`config.mk`:
```
export PLATFORM = sky130hd
export DESIGN_NAME = alu_result_stage
export DESIGN_NICKNAME = d
export VERILOG_FILES = /design/src/rtl/alu_result_stage.sv
export SDC_FILE = /design/constraint.sdc
export NUM_CORES = 1
export LEC_CHECK = 0
export CAP_MARGIN = 40
export CELL_PAD_IN_SITES_DETAIL_PLACEMENT = 0
export CELL_PAD_IN_SITES_GLOBAL_PLACEMENT = 1
export CORE_MARGIN = 3
export CORE_UTILIZATION = 42
export DETAILED_ROUTE_END_ITERATION = 8
export DONT_BUFFER_PORTS = 1
export PLACE_DENSITY_LB_ADDON = 0.1
export SKIP_LAST_GASP = 1
export SYNTH_ARGS = -nofsm -noshare
export SYNTH_HDL_FRONTEND = slang
export SYNTH_SLANG_ARGS = --single-unit
```
`constraint.sdc`:
```
create_clock -name clk -period 1.6 [get_ports clk]
set_input_delay 0.32 -clock clk [delete_from_list [all_inputs] [get_ports clk]]
set_output_delay 0.32 -clock clk [all_outputs]
set_load 0.01 [all_outputs]
```
`src/rtl/alu_result_stage.sv`:
```
// ALU result stage: a 2-entry skid FIFO between the ALU and the next pipeline
// stage. It resolves branches on entry, presents the head entry from
// registers, and keeps flags of the last retired result plus a retire count.
module alu_result_stage #(
  parameter int CNTW = 16
) (
  input  logic            clk,
  input  logic            reset,
  input  logic            in_valid,
  output logic            in_ready,
  input  logic [31:0]     sum,
  input  logic            zout,
  input  logic            nout,
  input  logic [4:0]      rd,
  input  logic            regwrite,
  input  logic            memread,
  input  logic            memwrite,
  input  logic            branch,
  input  logic            bne,
  input  logic            flush,
  output logic            out_valid,
  input  logic            out_ready,
  output logic [31:0]     out_sum,
  output logic [4:0]      out_rd,
  output logic            out_regwrite,
  output logic            out_memread,
  output logic            out_memwrite,
  output logic            out_taken,
  output logic            out_zflag,
  output logic            out_nflag,
  output logic            stat_z,
  output logic            stat_n,
  output logic [CNTW-1:0] op_count
);

  typedef struct packed {
    logic [31:0] sum;
    logic [4:0]  rd;
    logic        regwrite;
    logic        memread;
    logic        memwrite;
    logic        taken;
    logic        zflag;
    logic        nflag;
  } entry_t;

  // head drives the outputs directly; skid only holds the second entry
  entry_t     head;
  entry_t     skid;
  entry_t     incoming;
  logic [1:0] count;
  logic       push;
  logic       pop;

  // Readiness and validity depend only on registered occupancy, so the
  // upstream handshake never sees a path through out_ready.
  assign in_ready  = (count != 2'd2);
  assign out_valid = (count != 2'd0);
  assign push      = in_valid & in_ready & ~flush;
  assign pop       = out_valid & out_ready & ~flush;

  // Build the entry to capture, resolving the branch at push time
  always_comb begin
    incoming          = '0;
    incoming.sum      = sum;
    incoming.rd       = rd;
    incoming.regwrite = regwrite;
    incoming.memread  = memread;
    incoming.memwrite = memwrite;
    incoming.taken    = branch & (bne ? ~zout : zout);
    incoming.zflag    = zout;
    incoming.nflag    = nout;
  end

  assign out_sum      = head.sum;
  assign out_rd       = head.rd;
  assign out_regwrite = head.regwrite;
  assign out_memread  = head.memread;
  assign out_memwrite = head.memwrite;
  assign out_taken    = head.taken;
  assign out_zflag    = head.zflag;
  assign out_nflag    = head.nflag;

  // FIFO occupancy, head/skid movement and retire statistics
  always_ff @(posedge clk) begin
    if (reset) begin
      count    <= 2'd0;
      head     <= '0;
      skid     <= '0;
      stat_z   <= 1'b0;
      stat_n   <= 1'b0;
      op_count <= '0;
    end else if (flush) begin
      count <= 2'd0;
    end else begin
      if (pop) begin
        stat_z   <= head.zflag;
        stat_n   <= head.nflag;
        op_count <= op_count + CNTW'(1);
      end
      case (count)
        2'd0: begin
          if (push) begin
            head  <= incoming;
            count <= 2'd1;
          end
        end
        2'd1: begin
          if (push && pop) begin
            head <= incoming;
          end else if (push) begin
            skid  <= incoming;
            count <= 2'd2;
          end else if (pop) begin
            count <= 2'd0;
          end
        end
        default: begin
          if (pop) begin
            head  <= skid;
            count <= 2'd1;
          end
        end
      endcase
    end
  end

endmodule

```
Fig. 1: run 1, cell placement
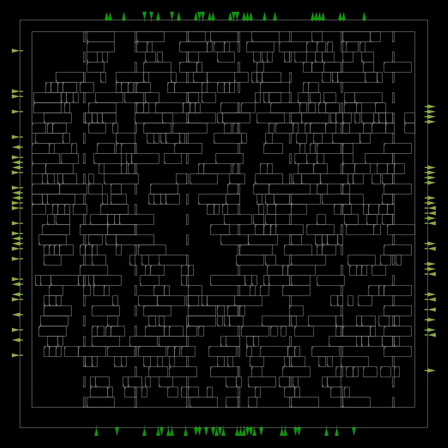
Tapcells: 136
core area: 0.0103 mm²

Fig. 2: run 1, I/O pins on the die edge
Scale: 4 px per µm. Pins as bars across the die edge, other pins in grey.
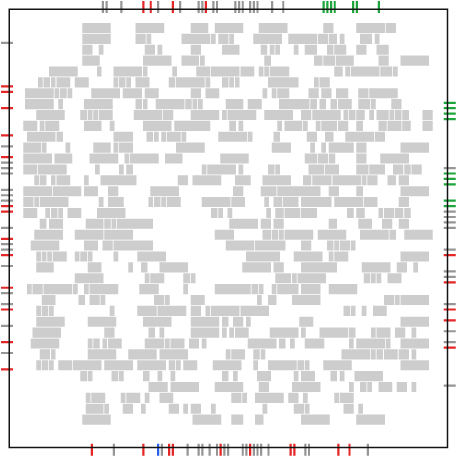
colour	port	pins	direction	edge
red	sum	32	input	13 west, 10 south, 5 east, 4 north
green	op_count	16	output	9 east, 7 north
blue	memread	1	input	south

==> ci_impl_report.md, run 1 <==
### Yosys + OpenROAD results

| Metric | Value |
|---|---|
| Worst-Margin Slew | `774 ps` |
| Antenna Nets Post-Route | `0` |
| Pwr Density | `945 mW/mm²` |
| Clk buf depth | `2` |
| Sequential Area | `0.00213 mm²` |
| H-tree depth | `3` |
| Cell family contributing the most delay on the critical path | `simple AND/OR/NAND/NOR gates` |
| Internal power | `3.82 mW` |
| Critical Path Sink Type | `flip-flop` |
| Maximum vdd drop | `0.408 mV` |
| Seq share, synth | `47.4%` |
| Final Skew | `6.94 ps` |
| Status | `completed` |
| Max-cap violations | `0` |
| Met3 Use GR | `6.04%` |
| Hold_buf cts | `6` |
| Global-route wire length before repair | `17.5 mm` |
| Mean area per synthesized cell | `9.02 µm²` |
| Grt peak-use layer | `met2` |
| Synth unique cells | `39` |
| Crit path DAT | `1860 ps` |
| Tcrit/Tclk final | `97.4%` |
| Met1 Use GR | `23.9%` |
| Async set-reset flop share out of synthesis | `0%` |
| Die Wd | `109 µm` |
| Dominant combinational family | `simple AND/OR/NAND/NOR gates` |
| F_max | `0.642 GHz` |
| Ys Warns | `0` |
| Worst path slowest cell | `or4b_1` |
| Vias in the first global route | `3312` |
| Detailed placer's ending HPWL | `6.55 mm` |
| Via count | `3497` |
| Switching power | `1.20 mW` |
| Fraction of power consumed by the clock network | `35.7%` |
| Setup bufs post-CTS | `3` |
| Hold crit path type | `in2reg` |
| Top cell type by instance count after synthesis | `dfxtp_1` |
| Post-synth EDFFs | `0` |
| Clk Tree Root Cell | `clkbuf_8` |
| Tool warnings | `28` |
| Vias/cell | `5.26` |
Fig. 3: run 1, wires at chosen ports, followed through buffers
Scale: 2 px per µm.
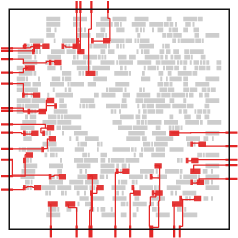
colour	port	bits	direction	edge	end cells	buffers	wire
red	sum	32	input	13 west, 10 south, 5 east, 4 north	64	0	717 µm

run 1: kinds of logic after synthesis:
kind of cell / after synthesis
compound gates: 108
xor+xnor: 8
fa+ha+maj: 1
buf+inv: 39
flops: 106
mux: 43
simple gates: 191
run 1: metrics by stage:
stage | instances | setup WS (ps) | cell area (µm²) | total power [mW] | hold WS, ps
5_1_grt | 665 | -22.9 | 5310 | 5.25 | 1.80
3_5_place_dp | 627 | -34.5 | 4720 | 3.17 | 393
4_1_cts | 652 | -14.3 | 5080 | 5.02 | 1.68
3_3_place_gp | 627 | 3.52 | 4720 | 3.16 | 391
2_1_floorplan | 496 | 36.1 | 4470 | 3.13 | 398
6_report | 665 | 41.9 | 5310 | 5.02 | 20.6
run 1: power by group through the flow:
| stage | clock, mW | combinational, mW | sequential [mW] |
|---|---|---|---|
| final | 1.79 | 0.412 | 2.82 |
| after global placement | 0 | 0.277 | 2.88 |
| after CTS | 1.84 | 0.359 | 2.82 |
| after global routing | 1.97 | 0.452 | 2.83 |
| after floorplan | 0 | 0.266 | 2.86 |
| after detailed placement | 0 | 0.284 | 2.88 |
run 1: layout make-up:
class	instances	area share [%]
sequential	106	40.1
clock buffer	14	3.46
tap	136	3.20
inverter	3	0.259
clock inverter	1	0.565
timing repair buffer	54	11.7
multi-input combinational	351	40.7
run 1: state kept, by name, summed over array words and instances (netlist names):
register and count:
count 2, op_count 16, out_memread 1, out_memwrite 1
out_nflag 1, out_rd 5, out_regwrite 1, out_sum 32
out_taken 1, out_zflag 1, skid 43, stat_n 1
stat_z 1
run 1: path summary, 6_finish.rpt:
| path | to | slack (ps) | cells after the start |
|---|---|---|---|
| worst max-delay path | op_count[9] | 40 | 6 |
| worst min-delay path | out_sum[12] | 20 | 1 |
| worst max register to register | op_count[9] | 40 | 6 |
| worst min register to register | skid[27] | 460 | 2 |
Fig. 4: run 1, signal wires by layer
Scale: 4 px per µm. Only two layers are drawn.
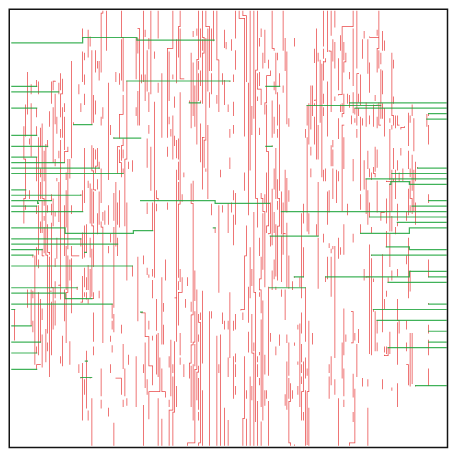

## Run 2: what changed since run 1
- HOLD_SLACK_MARGIN: default -> 0.12
Fig. 5: run 2, signal wires by layer
Scale: 4 px per µm. Only two layers are drawn.
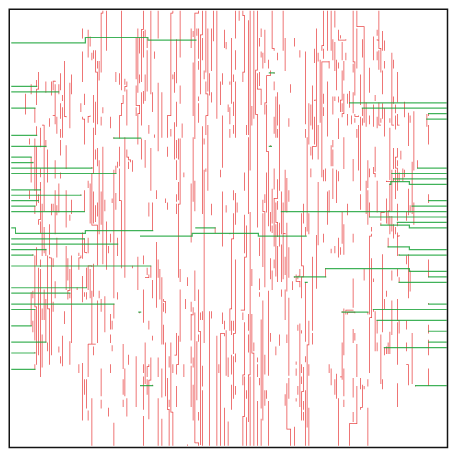
colour	layer	wire length
red	M2	5030 µm
green	M3	842 µm
WL/cell: 16.7 µm
final WL: 10.9 mm
Total GRT Usage: 18.0%
via count: 3443

==> ci_impl_report.md, run 2 <==
### Yosys + OpenROAD results

| Metric | Value |
|---|---|
| Clk buf depth | `2` |
| Post-synth EDFFs | `0` |
| Top Metal Used | `met4` |
| Core area | `0.0103 mm²` |
| Tcrit/Tclk final | `96.7%` |
| Synth unique cells | `39` |
| Clk Tree Root Cell | `clkbuf_8` |
| YS chip area | `0.00447 mm²` |
| Ys flops | `106` |
| Max-cap violations | `0` |
| Vias in the first global route | `3217` |
| Met3 Use GR | `5.98%` |
| Grt peak-use layer | `met2` |
| Status | `completed` |
| Die Wd | `109 µm` |
| Global-route wire length before repair | `16.7 mm` |
| Reg2Reg Setup Slack | `50 ps` |
| Maximum vdd drop | `0.401 mV` |
| Die Size | `0.0119 mm²` |
| Ys Warns | `0` |
| Async set-reset flop share out of synthesis | `0%` |
| Hold crit path type | `in2reg` |
| Met1 Use GR | `23.0%` |
| Grt ovf | `0` |
| Pwr Density | `955 mW/mm²` |
| Seq share, synth | `47.4%` |
| Number of flip-flops in the largest register | `43` |
| WS Path Type | `reg2reg` |
| Antenna Nets Post-Route | `0` |
| Vias/cell | `5.26` |
| CTS Buf Count | `9` |
| H-tree depth | `3` |
| Final Power | `4.93 mW` |
| Top cell type by instance count after synthesis | `dfxtp_1` |
| Mean area per synthesized cell | `9.02 µm²` |
| CP endpoint | `op_count[9]` |
| Crit path DAT | `1850 ps` |
| CP startpoint kind | `flip-flop` |
| Worst-Margin Slew | `463 ps` |
| F_max | `0.646 GHz` |
| Die Span Y | `109 µm` |
| FF-to-FF End | `op_count[9]` |
| Register with the most flip-flops | `skid` |
| Tool warnings | `32` |
| Detailed placer's ending HPWL | `6.55 mm` |
| Critical Path Sink Type | `flip-flop` |
Fig. 6: run 2, cell placement
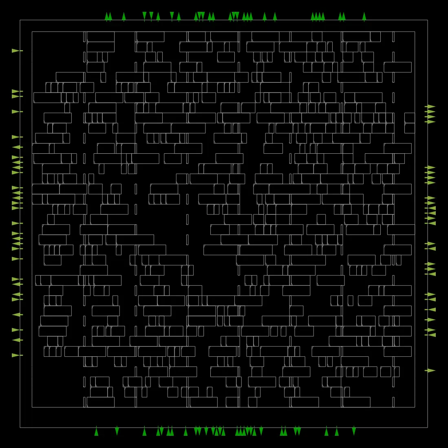
final core utilization: 50.0%
Flops: 106
fraction of area in registers: 41.3%
FILL cells: 962

[run 2: where the power goes]
part | internal (mW) | switching [mW]
clock | 0.899 | 0.881
combinational | 0.170 | 0.162
sequential | 2.72 | 0.0950
total | 3.79 | 1.14
[run 2: worst min path at each step]
stage | startpoint | to | depth (start not counted)
after floorplan | out_ready | count[1] | 1
after global placement | out_ready | count[1] | 1
after detailed placement | reset | out_sum[7] | 1
after CTS | reset | out_sum[7] | 1
after global routing | reset | out_rd[2] | 1
final | reset | out_sum[7] | 1
[run 2: final cells by class]
type | count | area, µm² | area share (%)
timing repair buffer | 43 | 477 | 9.24
clock inverter | 1 | 30.0 | 0.582
sequential | 106 | 2130 | 41.3
tap | 136 | 170 | 3.30
multi-input combinational | 351 | 2160 | 41.8
inverter | 3 | 13.8 | 0.267
clock buffer | 14 | 184 | 3.56
[run 2: metrics by stage]
step                hold WS [ps]  instance area, µm²  setup TNS [ps]  setup WS [ps]  instances
global placement             391                4720               0           3.52        627
detailed placement           393                4720            -120          -34.5        627
global route               -17.3                5160           -37.1          -20.0        654
CTS                        -13.2                5030           -27.1          -14.3        648
finish                      11.3                5160               0           52.4        654
floorplan                    398                4470               0           36.1        496
[run 2: critical path: stages, from the launching register on]
cell	delay, ps
dfxtp_2	350
buf_6	120
nor2_8	40
buf_4	130
nor3_1	250
or4b_1	460
a21oi_1	150
[run 2: repair_timing]
item	CTS	global route
setup buffers	3	4
gates cloned	1	2
hold endpoints to repair	106	106
endpoints found under the setup margin	34	81
gates resized	5	16
pin swaps	2	7
[run 2: cells by family after synthesis]
group,count (synthesis),synth area share [%]
AND/OR/NAND/NOR,191,19.4
AND-OR/OR-AND,108,16.1
XOR/XNOR,8,1.57
flip-flops,106,47.4
buffers and inverters,39,5.57
adder cells (fa/ha/maj),1,0.280
multiplexers,43,9.65
Fig. 7: run 2, I/O pins on the die edge
Scale: 4 px per µm. Pins as bars across the die edge, other pins in grey.
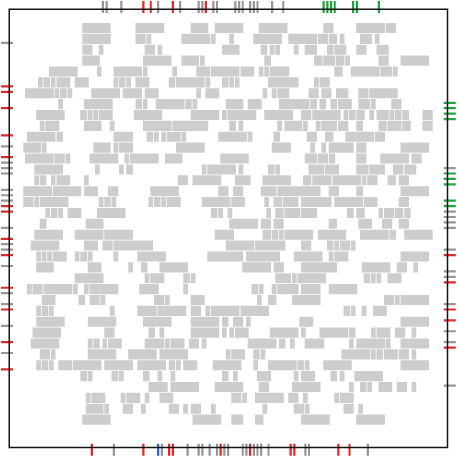

## Run 3: what changed since run 2
- MAX_ROUTING_LAYER: default -> met4
- SLEW_MARGIN: default -> 20
- TNS_END_PERCENT: default -> 20
Fig. 8: run 3, I/O pins on the die edge
Scale: 4 px per µm. Pins as bars across the die edge, other pins in grey.
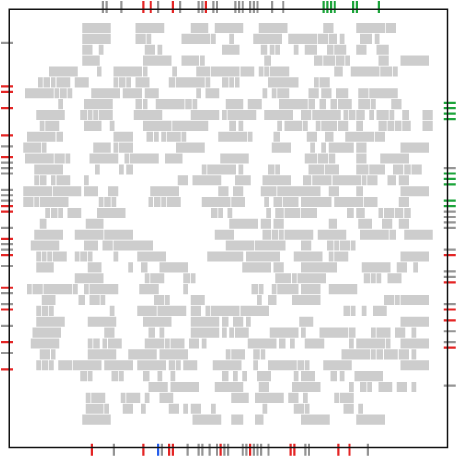
colour	port	pins	direction	edge
green	op_count	16	output	9 east, 7 north
blue	memread	1	input	south
red	sum	32	input	13 west, 10 south, 5 east, 4 north
all pins by edge	29 south, 29 west, 28 north, 26 east
port bufs: 0
Die Wd: 109 µm

Fig. 9: run 3, wires at chosen ports, followed through buffers
Scale: 2 px per µm.
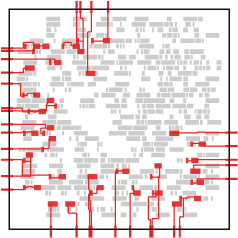
colour	port	bits	direction	edge	end cells	buffers	wire
red	sum	32	input	13 west, 10 south, 5 east, 4 north	64	0	738 µm

==> ci_impl_report.md, run 3 <==
### Yosys + OpenROAD results

| Metric | Value |
|---|---|
| Post-synth EDFFs | `0` |
| Cell type with the largest total area | `dfxtp_1` |
| F_max | `0.648 GHz` |
| Logic area | `0.00215 mm²` |
| CTS Buf Count | `9` |
| Vias/cell | `5.24` |
| Reg2Reg Setup Slack | `60 ps` |
| CP startpoint kind | `flip-flop` |
| Number of flip-flops in the largest register | `43` |
| R2R depth | `6` |
| Final core utilization | `49.9%` |
| Tool warnings | `32` |
| Leakage power | `1.66 nW` |
| Data buffer area share | `9.25%` |
| Sequential Area | `0.00213 mm²` |
| Total GRT Usage | `18.5%` |
| Tapcells | `136` |
| Mean area per synthesized cell | `9.02 µm²` |
| Seq share, synth | `47.4%` |
| Dominant combinational family | `simple AND/OR/NAND/NOR gates` |
| Async set-reset flop share out of synthesis | `0%` |
| Core area | `0.0103 mm²` |
| Tcrit/Tclk final | `96.4%` |
| Pre-CTS setup slack | `-34.5 ps` |
| Bufs w/o clock | `43` |
| Area fraction in xor and xnor cells | `1.57%` |
| Mapped Nets | `546` |
| Dpl cells | `627` |
| Comb/total area | `41.7%` |
| Antenna Nets Post-Route | `0` |
| Status | `completed` |
| Vias in the first global route | `3215` |
| Ys Warns | `0` |
| YS chip area | `0.00447 mm²` |
| Fraction of area in registers | `41.3%` |
| Clock network share of area | `4.15%` |
| Simple Share, Synth | `19.4%` |
| Final Power | `4.93 mW` |
| Adder share | `0.280%` |
| Maximum vdd drop | `0.402 mV` |
| WS Path Type | `reg2out` |
| Flops | `106` |
| H-tree depth | `3` |
| Clk Tree Root Cell | `clkbuf_8` |
| Ys flops | `106` |
| Multi-input gates | `351` |
| Max-cap violations | `0` |
| Fin cells | `654` |
| Synthesized instance count | `496` |
| Pwr Density | `955 mW/mm²` |
| FF-to-FF End | `op_count[9]` |
| Register with the most flip-flops | `skid` |
| Setup_tns | `0 ps` |
| Top cell type by instance count after synthesis | `dfxtp_1` |
| Synth unique cells | `39` |
| Clk buf depth | `2` |
| Hold crit path type | `in2reg` |
| Crit path DAT | `1220 ps` |
| Detailed placer's ending HPWL | `6.55 mm` |
| Grt ovf | `0` |
| WHS Endpoint | `out_sum[9]` |
| Die Size | `0.0119 mm²` |
| # clk buffers | `14` |
| Mux share | `9.65%` |
| Worst-Margin Slew | `459 ps` |
| Global-route wire length before repair | `16.7 mm` |
| Inverter count | `3` |
| Final WL | `10.9 mm` |
-- run 3: logic make-up after synthesis --
family                     Yosys count
AOI/OAI and AO/OA                  108
xor gates and xnor gates             8
adders and majority gates            1
buffers and inverters               39
DFF                                106
muxes                               43
and+or+nand+nor                    191
-- run 3: critical path, stage by stage, from the launching register on --
cell	delay (ps)
dfxtp_2	340
buf_6	120
nor2_8	90
inv_4	50
buf_6	120
buf_4	130
-- run 3: what timing repair did --
item	CTS	global route
hold endpoints to repair	106	106
gates cloned	1	2
pin swaps	1	4
endpoints found under the setup margin	34	86
setup buffers	3	4
resized	5	14
-- run 3: worst max-delay path by stage --
stage / start / to / slack (ps) / cells after the start
after floorplan: count[1] / out_sum[1] / 40 / 7
after global placement: count[0] / out_sum[9] / 4 / 8
after detailed placement: count[0] / out_sum[18] / -30 / 8
after CTS: count[0] / out_valid / -20 / 5
after global routing: op_count[2] / op_count[14] / -30 / 4
final: count[0] / out_valid / 60 / 5
-- run 3: where the power goes --
part | internal, mW | leakage, nW | total (mW) | switching [mW]
Combinational | 0.170 | 0.684 | 0.333 | 0.163
Clock | 0.899 | 0.108 | 1.78 | 0.877
Sequential | 2.72 | 0.864 | 2.82 | 0.0952
Total | 3.79 | 1.66 | 4.93 | 1.14
-- run 3: stage by stage --
stage               area, µm²  hold WS, ps
finish                   5150         18.0
global route             5150        -13.5
CTS                      5030        -13.2
detailed placement       4720          393
global placement         4720          391
floorplan                4470          398
-- run 3: layer usage --
metal	track usage (%)	up-vias	part of all wire [%]
li1	-	1758	-
met1	23.2	1587	44
met2	27.9	70	47
met3	5.62	10	7.4
met4	7.30	0	1.3
met5	-	-	0
No activity file was given, so power comes from the tool's default toggle rates.
